===== src/rtl/timer_counter.sv =====
// timer_counter: memory-mapped down-counting timer that answers the bus
// bridge's timer window and raises a level interrupt request.
// Registers: CTRL (0), PRESET (1), COUNT (2, read-only), address 3 unmapped.
// Optional feature macro: TIMER_AUTORELOAD_EN enables the auto-reload mode
// (CTRL[2:1] = 01). Without it every count is one-shot and CTRL[2:1] reads 0.
module timer_counter (
    input  logic        CLK_I,
    input  logic        RST_I,
    input  logic [1:0]  ADD_I,
    input  logic        WE_I,
    input  logic [31:0] DAT_I,
    output logic [31:0] DAT_O,
    output logic        IRQ
);

    typedef enum logic [1:0] {
        ST_IDLE = 2'd0,
        ST_LOAD = 2'd1,
        ST_CNT  = 2'd2,
        ST_INT  = 2'd3
    } state_t;

    state_t      state;
    state_t      next_state;

    logic        enable;
    logic        im;
    logic [1:0]  mode;
    logic [31:0] preset;
    logic [31:0] count;
    logic        flag;

    logic        auto_reload;
    logic        ctrl_write;
    logic        preset_write;
    logic        hw_clear_enable;
    logic        flag_set;
    logic        flag_clear;

    assign ctrl_write   = WE_I && (ADD_I == 2'd0);
    assign preset_write = WE_I && (ADD_I == 2'd1);

`ifdef TIMER_AUTORELOAD_EN
    assign auto_reload = (mode == 2'b01);
`else
    assign mode        = 2'b00;
    assign auto_reload = 1'b0;
`endif

    // A finished one-shot count drops Enable on its way out of INT.
    assign hw_clear_enable = (state == ST_INT) && !auto_reload;

    // The sticky flag is raised on entry to INT and held through the INT
    // cycle, so a clearing bus write that coincides with it never loses it.
    assign flag_set   = !auto_reload &&
                        (((state == ST_CNT) && enable && (count == 32'd0)) ||
                         (state == ST_INT));
    assign flag_clear = ctrl_write || preset_write;

    // State register for the counting sequencer.
    always_ff @(posedge CLK_I or posedge RST_I) begin
        if (RST_I) begin
            state <= ST_IDLE;
        end else begin
            state <= next_state;
        end
    end

    // Next-state logic: IDLE -> LOAD -> CNT -> INT -> (IDLE | LOAD).
    always_comb begin
        next_state = state;
        case (state)
            ST_IDLE: begin
                if (enable) begin
                    next_state = ST_LOAD;
                end
            end
            ST_LOAD: begin
                next_state = ST_CNT;
            end
            ST_CNT: begin
                if (!enable) begin
                    next_state = ST_IDLE;
                end else if (count == 32'd0) begin
                    next_state = ST_INT;
                end
            end
            ST_INT: begin
                next_state = auto_reload ? ST_LOAD : ST_IDLE;
            end
            default: begin
                next_state = ST_IDLE;
            end
        endcase
    end

    // CTRL register; a bus write takes priority over the hardware Enable clear.
    always_ff @(posedge CLK_I or posedge RST_I) begin
        if (RST_I) begin
            enable <= 1'b0;
            im     <= 1'b0;
`ifdef TIMER_AUTORELOAD_EN
            mode   <= 2'b00;
`endif
        end else if (ctrl_write) begin
            enable <= DAT_I[0];
            im     <= DAT_I[3];
`ifdef TIMER_AUTORELOAD_EN
            mode   <= DAT_I[2:1];
`endif
        end else if (hw_clear_enable) begin
            enable <= 1'b0;
        end
    end

    // PRESET register; only consulted in LOAD, so mid-count writes wait.
    always_ff @(posedge CLK_I or posedge RST_I) begin
        if (RST_I) begin
            preset <= 32'd0;
        end else if (preset_write) begin
            preset <= DAT_I;
        end
    end

    // COUNT loads from PRESET in LOAD and decrements in CNT; it freezes when paused.
    always_ff @(posedge CLK_I or posedge RST_I) begin
        if (RST_I) begin
            count <= 32'd0;
        end else if (state == ST_LOAD) begin
            count <= preset;
        end else if ((state == ST_CNT) && enable && (count != 32'd0)) begin
            count <= count - 32'd1;
        end
    end

    // Sticky one-shot interrupt flag; set beats clear.
    always_ff @(posedge CLK_I or posedge RST_I) begin
        if (RST_I) begin
            flag <= 1'b0;
        end else if (flag_set) begin
            flag <= 1'b1;
        end else if (flag_clear) begin
            flag <= 1'b0;
        end
    end

    // Interrupt request derived only from registered state.
    always_comb begin
        IRQ = 1'b0;
        if (auto_reload) begin
            IRQ = (state == ST_INT) && im;
        end else begin
            IRQ = flag && im;
        end
    end

    // Read mux, combinational from the word select.
    always_comb begin
        DAT_O = 32'd0;
        case (ADD_I)
            2'd0:    DAT_O = {28'd0, im, mode, enable};
            2'd1:    DAT_O = preset;
            2'd2:    DAT_O = count;
            default: DAT_O = 32'd0;
        endcase
    end

endmodule


===== config.mk =====
export PLATFORM = sky130hd
export DESIGN_NAME = timer_counter
export DESIGN_NICKNAME = d
export VERILOG_FILES = /design/src/rtl/timer_counter.sv
export SDC_FILE = /design/constraint.sdc
export NUM_CORES = 1
export LEC_CHECK = 0
export CORE_MARGIN = 8
export CORE_UTILIZATION = 35
export CTS_BUF_LIST = sky130_fd_sc_hd__clkbuf_8
export DETAILED_ROUTE_END_ITERATION = 6
export GPL_TIMING_DRIVEN = 0
export SKIP_CTS_REPAIR_TIMING = 1
export SLEW_MARGIN = 20
export SYNTH_ARGS = -nofsm -noshare
export SYNTH_HDL_FRONTEND = slang
export SYNTH_SLANG_ARGS = --single-unit

===== constraint.sdc =====
create_clock -name CLK_I -period 2.9 [get_ports CLK_I]
set_input_delay 0.58 -clock CLK_I [delete_from_list [all_inputs] [get_ports CLK_I]]
set_output_delay 0.58 -clock CLK_I [all_outputs]
set_load 0.05 [all_outputs]

Fig. 1: nets reached from selected ports
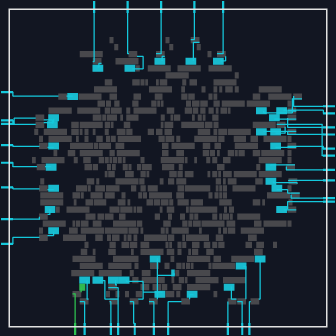
Green is RST_I, bits 1, direction input, end cells 1, wire 14.7 µm. Cyan is DAT_I, bits 32, direction input, end cells 34, wire 718 µm.

Fig. 2: cells by drive strength
The bar under the picture is 20 µm long.
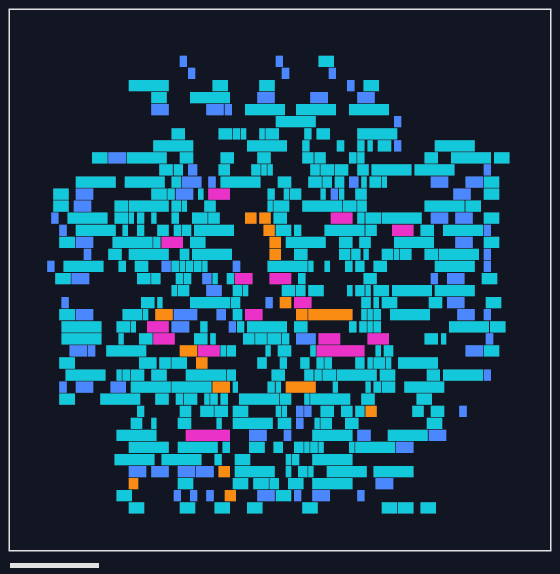
Cyan is _0 and _1 cells, cells 342, share 75%, most used dfrtp_1. Orange is _3 and _4 cells, cells 17, share 3.7%, most used clkbuf_4. Blue is _2 cells, cells 85, share 19%, most used mux2_2. Magenta is _6 and larger, cells 15, share 3.3%, most used clkbuf_8.

==> results_dict.tcl <==
# collected from the flow reports
set metrics [dict create \
    clock_latency_ns 0.35 \
    port_buffers 69 \
    leakage_uw 0.002073 \
    mostFrequentLayoutCell "dfrtp_1" \
    hold_path_depth 2 \
    ys.flops 69 \
    postSynthSeqShare_pct 44.12 \
    crit_buf_inv 4 \
    synth_cell_types 67 \
    fp.dieH_um 121.7 \
    whs_ns 0.5108 \
    drive_gt1_share_pct 25.49 \
    synth-warning-count 0 \
    reg2reg_slack_ns 0.22 \
    cts_tree "yes" \
    vdd_drop_max_uv 364.4 \
    finalMaxSlewViolations 0 \
    drtIter0Drc 256 \
    fin_nets 492 \
    drv_cap 0 \
    power_density_nw_per_um2 878.0 \
    first_pass_iters 5 \
    coreArea_um2 10890 \
    openroad.warnings 27 \
    finalSetupViolations 0 \
    rsz0062_at_grt "yes" \
    cp-start-kind "input port" \
    yosys-stat-area_um2 3914 \
    holdCritPathClass "flip-flop to flip-flop" \
    antenna_found_initial 0 \
    synthArstFlopShare_pct 100.0 \
    flop_cell "dfrtp_1" \
    grt_max_degree 45 \
    slew_headroom_pct 49.75 \
    netlist_instances 373 \
    grt_pass1_wl_um 19280 \
    clk_path_buf_depth 2 \
    fp_util_pct 35.95 \
    final_util_pct 44.66 \
    path_cells "clkdlybuf4s50_1 > nor2b_1 > clkbuf_1 > clkbuf_4 > a22o_1 > clkbuf_2" \
    max_freq_mhz 350.5 \
    viasPerCell 5.633 \
    netlist_area_um2 3914 \
    worst-r2r-cell-count 8 \
    edf_count 0 \
    grt_remaining_overflow 0 \
    h-tree-depth 3 \
    cts-root-buf "clkbuf_8" \
    post-route-min-period_ns 2.853 \
    hold_viol_final 0 \
    synth.avg_cell_area_um2 10.49 \
    dp_hpwl_um 8577 \
    drcViolationCount 0 \
    vias 3374 \
    routedWlPerCell_um 20.19 \
    worst-path-max-fanout 10 \
    outcome "finished, final reports clean" \
    antenna_left 0 \
    crit_family "buffers and inverters" \
    slowest_delay_ns 0.55 \
    skew_ns 0.008130 \
    grt_pass1_vias 3493 \
    layout_top_cells "69 x dfrtp_1, 37 x clkdlybuf4s50_1, 33 x mux2_2" \
    ios 70 \
    area_growth_pct 24.23 \
]
[logic make-up (layout without fill, tap and decap cells)]
| logic type | after synthesis | in the layout | share of synthesized area [%] |
|---|---|---|---|
| compound gates | 101 | 101 | 20.75 |
| xor+xnor | 1 | 1 | 0.2238 |
| fa+ha+maj | 1 | 1 | 0.3196 |
| buf+inv | 39 | 125 | 5.051 |
| flops | 69 | 69 | 44.12 |
| mux | 43 | 43 | 12.08 |
| simple gates | 119 | 119 | 17.46 |
[stage by stage]
stage	setup TNS, ns	power (µW)	cell area [µm²]	std cells	setup slack, ns
2_1_floorplan	0	2942	3914	373	0.5234
3_3_place_gp	-76.60	3510	4780	582	-0.8616
3_5_place_dp	-25.12	3561	4810	583	-0.8373
4_1_cts	-25.40	4350	5002	599	-0.8420
5_1_grt	-0.09521	4546	4862	599	-0.02045
6_report	0	4269	4862	599	0.04667
[Yosys cell counts (4+ instances only)]
library cell | n | area share [%]
a211o_1 | 5 | 1.1
a21oi_1 | 8 | 1.0
a221o_1 | 6 | 1.5
a22o_1 | 29 | 6.5
a22oi_1 | 4 | 0.77
buf_2 | 4 | 0.51
buf_4 | 4 | 0.77
clkbuf_1 | 13 | 1.2
dfrtp_1 | 69 | 44
inv_1 | 10 | 0.96
mux2_2 | 33 | 9.5
mux2i_1 | 9 | 2.3
nand2_1 | 24 | 2.3
nand3_1 | 13 | 1.7
nand4_1 | 4 | 0.64
nor2_1 | 16 | 1.5
nor3_1 | 13 | 1.7
nor4_1 | 8 | 1.3
o211ai_1 | 4 | 0.77
o21ai_0 | 6 | 0.77
o21ai_1 | 7 | 0.90
o31ai_1 | 4 | 0.77
or2_2 | 4 | 0.64
or3_1 | 6 | 0.96
or4_1 | 4 | 0.77
[final cells by class]
class / count / area, µm² / area share [%]
clock inverter: 6 / 55.05 / 1.132
buffer: 29 / 175.2 / 3.603
multi-input combinational: 265 / 1989 / 40.92
tap: 140 / 175.2 / 3.603
sequential: 69 / 1727 / 35.51
timing repair buffer: 70 / 563.0 / 11.58
clock buffer: 10 / 137.6 / 2.831
inverter: 10 / 40.04 / 0.8235
[path summary, 6_finish.rpt]
path | start | to
max | ADD_I[1] | DAT_O[28]
min | preset[13]$_DFFE_PP0P_ | count[13]$_DFFE_PP0P_
max reg2reg | count[0]$_DFFE_PP0P_ | count[26]$_DFFE_PP0P_
min reg2reg | preset[13]$_DFFE_PP0P_ | count[13]$_DFFE_PP0P_
max in group asynchronous | RST_I | count[31]$_DFFE_PP0P_
min in group asynchronous | RST_I | preset[29]$_DFFE_PP0P_
[flip-flops by register name (all words and copies together) (netlist names)]
register	cells
count	32
state	2
flag	1
im	1
enable	1
preset	32
[power by group]
group	switching (µW)	leakage [µW]	internal, µW
clock	369	0.000105	412
sequential	381	0.000835	1280
combinational	1100	0.00113	721
total	1850	0.00207	2420
[tightest hold or removal path, delay by kind of cell (launching register included)]
kind / cells / cell delay (ns)
DFF: 1 / 0.37
and+or+nand+nor: 2 / 0.12
[layer usage]
layer  wire length (µm)  up-vias  GRT usage, %
met5                  0        -             0
met4                212        0         5.705
met3                782       16         4.581
met2               5502      118         25.76
met1               5594     1650         22.07
li1                   -     1590             -
Power and IR drop assume default switching activity.
